**Congestion heat map**

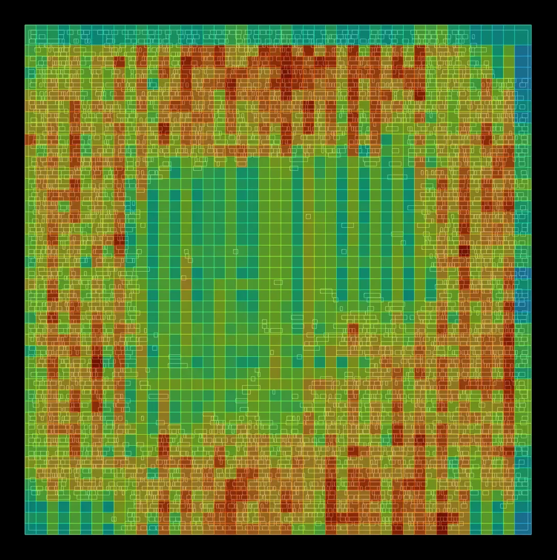
**Clock network drawn from the DEF**

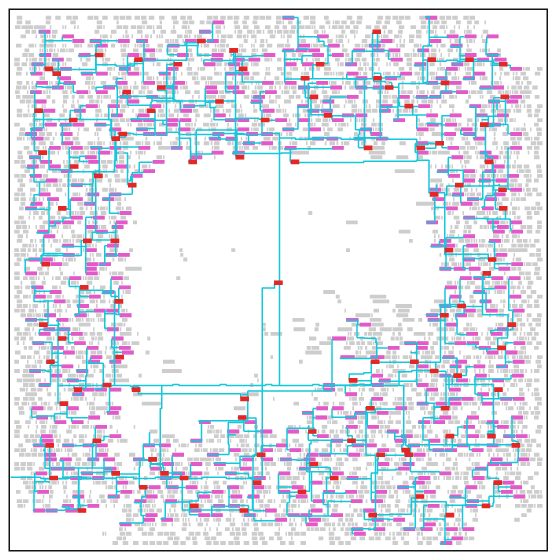
**The metal 3 layer**

Bar = 100 um.
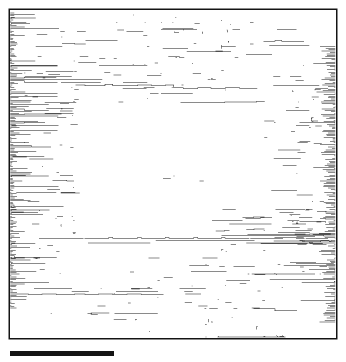
**src/rtl/tri_fifo_writer.sv**
```systemverilog
// Triangle writer: unpacks an accepted triangle into three vertex/color word-pair writes to two
// downstream FIFOs, and appends three all-ones flush-marker pairs on request.
// Latency: first write lands in the cycle after the transfer; 3 write cycles per triangle minimum.
// Backpressure: both strobes are withheld while either FIFO reports full.
// tri_ready is high only while idle with no pending flush.
//
// Ports:
//   clk, reset             clock and synchronous active-low reset
//   tri_valid / tri_ready  triangle handshake; tri_v0..2 / tri_c0..2 carry the six words
//   flush_req              one-cycle request for an end-of-frame flush marker
//   vertex_full/color_full downstream FIFO full flags
//   vertex_wr_en/_din      vertex FIFO write port (strobe shared with the color port)
//   color_wr_en/_din       color FIFO write port
//   sentinel_err           one-cycle pulse when a sentinel triangle is dropped
//   flush_done             one-cycle pulse after the third flush-marker write
//   tri_count              triangles fully written, wrapping 16-bit count
module tri_fifo_writer (
  input  logic        clk,
  input  logic        reset,
  input  logic        tri_valid,
  output logic        tri_ready,
  input  logic [95:0] tri_v0,
  input  logic [95:0] tri_v1,
  input  logic [95:0] tri_v2,
  input  logic [95:0] tri_c0,
  input  logic [95:0] tri_c1,
  input  logic [95:0] tri_c2,
  input  logic        flush_req,
  input  logic        vertex_full,
  input  logic        color_full,
  output logic        vertex_wr_en,
  output logic        color_wr_en,
  output logic [95:0] vertex_din,
  output logic [95:0] color_din,
  output logic        sentinel_err,
  output logic        flush_done,
  output logic [15:0] tri_count
);

  localparam logic [95:0] ALL_ONES = {96{1'b1}};

  typedef enum logic [1:0] {
    ST_IDLE  = 2'd0,
    ST_WRITE = 2'd1,
    ST_FLUSH = 2'd2
  } state_t;

  state_t      r_state;
  logic [1:0]  r_idx;
  logic        r_flush_pending;
  logic [15:0] r_tri_count;
  logic [95:0] r_v0, r_v1, r_v2;
  logic [95:0] r_c0, r_c1, r_c2;
  logic        r_sentinel_err;
  logic        r_flush_done;

  logic        w_room;
  logic        w_wr;
  logic        w_ready;
  logic        w_sentinel;
  logic        w_flush_next;
  logic [95:0] w_vsel;
  logic [95:0] w_csel;

  // Both FIFOs must have room so the pair is always written together.
  assign w_room  = ~vertex_full & ~color_full;
  // Reset gating keeps the handshake and strobes quiet while reset is held.
  assign w_wr    = reset & w_room & ((r_state == ST_WRITE) | (r_state == ST_FLUSH));
  assign w_ready = reset & (r_state == ST_IDLE) & ~r_flush_pending;

  assign w_sentinel   = (tri_v0 == ALL_ONES) && (tri_c0 == ALL_ONES);
  // A request arriving in the same cycle as a sequence end is folded into the next flush.
  assign w_flush_next = r_flush_pending | flush_req;

  always_comb begin
    w_vsel = '0;
    w_csel = '0;
    if (r_state == ST_FLUSH) begin
      w_vsel = ALL_ONES;
      w_csel = ALL_ONES;
    end else begin
      case (r_idx)
        2'd0: begin w_vsel = r_v0; w_csel = r_c0; end
        2'd1: begin w_vsel = r_v1; w_csel = r_c1; end
        2'd2: begin w_vsel = r_v2; w_csel = r_c2; end
        default: begin w_vsel = '0; w_csel = '0; end
      endcase
    end
  end

  assign tri_ready    = w_ready;
  assign vertex_wr_en = w_wr;
  assign color_wr_en  = w_wr;
  assign vertex_din   = w_wr ? w_vsel : '0;
  assign color_din    = w_wr ? w_csel : '0;
  assign sentinel_err = r_sentinel_err;
  assign flush_done   = r_flush_done;
  assign tri_count    = r_tri_count;

  always_ff @(posedge clk) begin
    if (!reset) begin
      r_state         <= ST_IDLE;
      r_idx           <= 2'd0;
      r_flush_pending <= 1'b0;
      r_tri_count     <= 16'd0;
      r_v0            <= '0;
      r_v1            <= '0;
      r_v2            <= '0;
      r_c0            <= '0;
      r_c1            <= '0;
      r_c2            <= '0;
      r_sentinel_err  <= 1'b0;
      r_flush_done    <= 1'b0;
    end else begin
      r_sentinel_err <= 1'b0;
      r_flush_done   <= 1'b0;
      case (r_state)
        ST_IDLE: begin
          if (r_flush_pending) begin
            // Any request seen this cycle merges into the flush being started.
            r_state         <= ST_FLUSH;
            r_idx           <= 2'd0;
            r_flush_pending <= 1'b0;
          end else begin
            r_flush_pending <= flush_req;
            if (tri_valid) begin
              if (w_sentinel) begin
                r_sentinel_err <= 1'b1;
              end else begin
                r_v0    <= tri_v0;
                r_v1    <= tri_v1;
                r_v2    <= tri_v2;
                r_c0    <= tri_c0;
                r_c1    <= tri_c1;
                r_c2    <= tri_c2;
                r_idx   <= 2'd0;
                r_state <= ST_WRITE;
              end
            end
          end
        end

        ST_WRITE: begin
          r_flush_pending <= w_flush_next;
          if (w_wr) begin
            if (r_idx == 2'd2) begin
              r_tri_count <= r_tri_count + 16'd1;
              r_idx       <= 2'd0;
              // Go straight into the flush so it follows the third write without a gap.
              if (w_flush_next) begin
                r_state         <= ST_FLUSH;
                r_flush_pending <= 1'b0;
              end else begin
                r_state <= ST_IDLE;
              end
            end else begin
              r_idx <= r_idx + 2'd1;
            end
          end
        end

        ST_FLUSH: begin
          r_flush_pending <= w_flush_next;
          if (w_wr) begin
            if (r_idx == 2'd2) begin
              r_flush_done <= 1'b1;
              r_idx        <= 2'd0;
              if (w_flush_next) begin
                r_flush_pending <= 1'b0;
              end else begin
                r_state <= ST_IDLE;
              end
            end else begin
              r_idx <= r_idx + 2'd1;
            end
          end
        end

        default: begin
          r_state <= ST_IDLE;
          r_idx   <= 2'd0;
        end
      endcase
    end
  end

endmodule

```
**config.mk**
```make
export PLATFORM = sky130hd
export DESIGN_NAME = tri_fifo_writer
export DESIGN_NICKNAME = d
export VERILOG_FILES = /design/src/rtl/tri_fifo_writer.sv
export SDC_FILE = /design/constraint.sdc
export NUM_CORES = 2
export LEC_CHECK = 0
export CORE_AREA = 2 2 312 314
export CTS_BUF_LIST = sky130_fd_sc_hd__clkbuf_8
export DETAILED_ROUTE_END_ITERATION = 7
export DIE_AREA = 0 0 314 316
export GPL_ROUTABILITY_DRIVEN = 0
export GPL_TIMING_DRIVEN = 1
export SLEW_MARGIN = 40
export SYNTH_ARGS = -nofsm -noshare
export SYNTH_HDL_FRONTEND = slang
export SYNTH_SLANG_ARGS = --single-unit
```
**constraint.sdc**
```tcl
create_clock -name clk -period 3.24 [get_ports clk]
set_input_delay 0.486 -clock clk [delete_from_list [all_inputs] [get_ports clk]]
set_output_delay 0.486 -clock clk [all_outputs]
set_load 0.01 [all_outputs]
```
==> results.txt <==
Update from the flow run.

The flow ran to the end, and the final reports show no timing, DRC or antenna violations. The worst setup path category is input port to flop. The port buffer count is around 790. The power density over the cells is 580 nW/um^2.

The number of stages on the worst hold path is 3. The die width is around 310 um. The capture endpoint of the worst hold path is r_v1[34]. The average instance in the mapped netlist occupies roughly 8.3 um^2.

The net count reported at finish is about 4900. The critical path contains buffers and inverters numbering 6 combined. In the Yosys report the total cell count is ~3600. The capturing point of the worst reg2reg path is tri_count[12]. Summing all multi-input logic gate instances after layout gives ~16000 um^2.

The net switching share of the total power is 0.338. The number of flops mapped to enable cells by yosys is 0. After detailed placement, the total cell area comes to ~39000 um^2. The sequential share of cell area is 0.284. In this run the most used layer during global routing was met2. The most numerous cell type found on the critical path is sky130_fd_sc_hd__buf_4. Of the cells placed in the final design, the portion with a size suffix greater than 1 is 0.0938. The layout report gives the multi-input gate share of total cell area as 0.388. The measured slew at the worst slew-check pin is about 850 ps. The floorplan step defined a core boundary enclosing ~96000 um^2. The first-pass iteration count of the detailed router is 5.

After layout, the setup clock skew is reported as 25.3 ps. STA lists the startpoint of the worst register-to-register path as r_state[1]. The synthesis stats list as the most numerous cell sky130_fd_sc_hd__nand2_1. The clock root buffer is sky130_fd_sc_hd__clkbuf_8. The flip-flop cell with the highest count after synthesis is sky130_fd_sc_hd__dfxtp_1. The sequential cell count is around 600.

In the placement report, post-DP HPWL is listed as ~84000 um. Once layout is done, the placed cells without fillers occupy 42200 um^2. The cell class contributing the biggest share of worst-path delay is buffers and inverters. The utilization of the core after routing is 0.440.

The initial antenna violation count is 38. The DRC violation count after routing is 0. Per the OpenROAD floorplan log, the area of the die is 99200 um^2. Summing every instance area after synthesis gives just under 30000 um^2. For met1 alone, demand over resource in global routing was 0.288. The number of warnings reported in the yosys synthesis log is 0. The number of placed instances with taps included is approximately 5500. The clock period minus final worst setup slack is ~3200 ps. In the final report, the number of endpoints failing setup comes to 0. The critical path data arrival time is roughly 3800 ps. The slowest stage of the critical path is the sky130_fd_sc_hd__clkdlybuf4s50_1 cell. Ranked by total cell area, the synthesized netlist is headed by sky130_fd_sc_hd__dfxtp_1 (41%), sky130_fd_sc_hd__mux2i_1 (26%), sky130_fd_sc_hd__nand2_1 (15%). In this build the clock could be raised as far as a little over 300 MHz. The non-clock inverters instantiated in the layout total 5. Of the total power, registers draw 0.381. The number of CTS-inserted buffers is 107. Per the post-CTS timing run, clock transition at the registers of the reported paths is around 60 ps. In the synthesis report, Yosys lists the chip area as 29600 um^2. The report counts max-capacitance violations totalling 0.

Signal routing reaches up to met5. The worst setup timing slack at the placement stage is -903 ps. The final antenna diode count is 23. The number of global-route vias before repair came to ~27000. Note that the worst hold path type here is input port to flop.

Synthesis produced a netlist with a net count of 4155. In the synthesized netlist the async set-or-reset flop fraction comes to 0. According to the timing report, the data required time at the worst endpoint equals about 3800 ps.

Entering global routing, the biggest net connects between 200 and 250 pins. The final count of hold timing violations is 0. The clock sink total is approximately 600. In the layout the commonest cells are sky130_fd_sc_hd__nand2_1 (1163), sky130_fd_sc_hd__mux2i_1 (763), sky130_fd_sc_hd__clkdlybuf4s50_1 (599).

The global routing report lists met3 layer usage as 0.0537. The clock reaches the later pin of the worst-skew pair after around 750 ps. The cell sequence reported for the critical path is clkdlybuf4s50_1 -> buf_4 -> nand4_1 -> buf_4 -> nor4_2 -> nand4_1 -> buf_4 -> o41ai_2 -> nor3b_2 -> buf_12 -> buf_12 -> mux2i_1. In the final timing run, aggregate negative setup slack is 0 ps. STA classifies the critical path startpoint as an input port. Looking at hold timing, the worst path starts from tri_v1[34]. OpenROAD emitted warnings numbering approximately 50. The total wirelength of the detailed-routed design is 119000 um.

The height of the die is 316 um. The count of placed standard cells in the final layout, fillers left out is roughly 5700. Per the detail_route report, vias per standard cell equal 4.85. The overall power after layout is between 20 and 25 mW. The detailed router placed between 20000 and 30000 vias in this run. The synthesis run shows the most used standard cells to be sky130_fd_sc_hd__nand2_1 (1163), sky130_fd_sc_hd__mux2i_1 (772), sky130_fd_sc_hd__dfxtp_1 (599). Detailed routing placed a total of ~57000 um of wire on met2. The area share of the leading cell type in the synthesized netlist is 0.405. The total of plain and repair buffers excluding clock buffers is 979. The layout report lists the clock-cell share of area as 0.0485. The global-route wire length before repair is 172000 um.

The kind of end point of the critical path is a flop. The initial DRC count is approximately 2100. The filler cells instantiated in the layout total 9515.

The total area of sequential cells is roughly 12000 um^2. The analysis attributes to cell leakage a power of between 15 and 20 nW. In the finished design, the share of the clock period the worst path needs comes to 0.991. The relative contribution of the clock network to total power is 0.285.

In this run, distinct cell masters in the synthesized netlist total 33. The H-tree was split into 3 levels. Per the final report, the share of cell area in non-clock buffers is 0.240. The leading cell category by total area is logic gates. The mean routed wirelength per cell is a little over 20 um. The synthesis-to-finish area growth is 42.7%.

Summed over all nets, the switching power comes to just over 8 mW. TritonCTS built the clock tree. The layout has around 130 clock buffers.

Of the total power, combinational logic draws 0.334. The worst setup path startpoint is tri_c0[7]. The cell count along the critical path is 12. Leaving out fill and tap cells, the most frequent cell in the layout is sky130_fd_sc_hd__nand2_1. The slack of the critical path is 29.7 ps. The longest individual stage delay on the worst path is 460 ps. The most area-hungry cell type in the Yosys netlist is sky130_fd_sc_hd__dfxtp_1. For reference, the final report shows the max-slew violation count at 0.

The cell count after synthesis came out at between 3000 and 4000. The wire length on met3 is between 7000 and 8000 um. The maximum clock path buffer count is 3. Per the slew report, the remaining headroom to the max-slew limit stands at 0.437.

Internal power comes to roughly 16 mW. For this run, the register share of the synthesized area comes to 0.405. The remaining antenna violation count after routing is 0. According to the I/O placement log, the pin count is 795.

The row count is 114. Following the worst setup path forward leads to its endpoint at r_c1[32]. Across all hold checks on the routed design, the worst slack comes to roughly 280 ps. The routed metal-1 wire length is 51000 um. The initial standard-cell utilization of the core is 0.308. The total overflow left after global routing is 0. The highest ir drop seen on vdd is approximately 0.00031 V. The combinational gate count is 2658. The flip-flop and latch count after synthesis is 599. The worst reg-to-reg path cell count is 12. The peak fanout along the critical path is 30. Across all register-to-register paths, the minimum setup slack is around 630 ps. The tapcell count is ~1300.
## Picture notes: 'congestion heat map'
met2 track demand over resource: 0.386
overall track demand over capacity in global routing: 0.228

## Picture notes: 'clock network drawn from the DEF'
- magenta: flip-flops (count 599)
- cyan: clock wires (length 9410 um)
- red: clock drivers (count 107)
- routed clock nets: 108

## Picture notes: 'the metal 3 layer'
- longest straight run: 98.2 um
- nets with wire on the layer: 549
- main direction: horizontal

power groups by stage:
stage | sequential [mW] | clock (mW) | combinational (mW)
floorplan | 9.19 | 0 | 5.29
global placement | 9.40 | 0 | 7.64
detailed placement | 9.42 | 0 | 7.71
CTS | 9.30 | 7.18 | 8.19
global route | 9.44 | 7.51 | 8.75
finish | 9.32 | 6.98 | 8.17
what timing repair did:
item	4_1_cts	5_1_grt
setup buffers	19	1
endpoints found under the setup margin	534	35
pin swaps	8	0
resized	292	41
endpoints found under the hold margin	8	0
cloned	8	0
hold buffers	1	0
cell families after synthesis:
group                      Yosys count  synth area share
and+or+nand+nor                   1654             0.219
muxes                              772             0.261
DFF                                599             0.405
buffers and inverters              311            0.0553
AOI/OAI and AO/OA                  220            0.0552
xor gates and xnor gates             7           0.00207
adders and majority gates            5           0.00212
Power figures rest on the tool's default switching activity, not on a simulated workload.
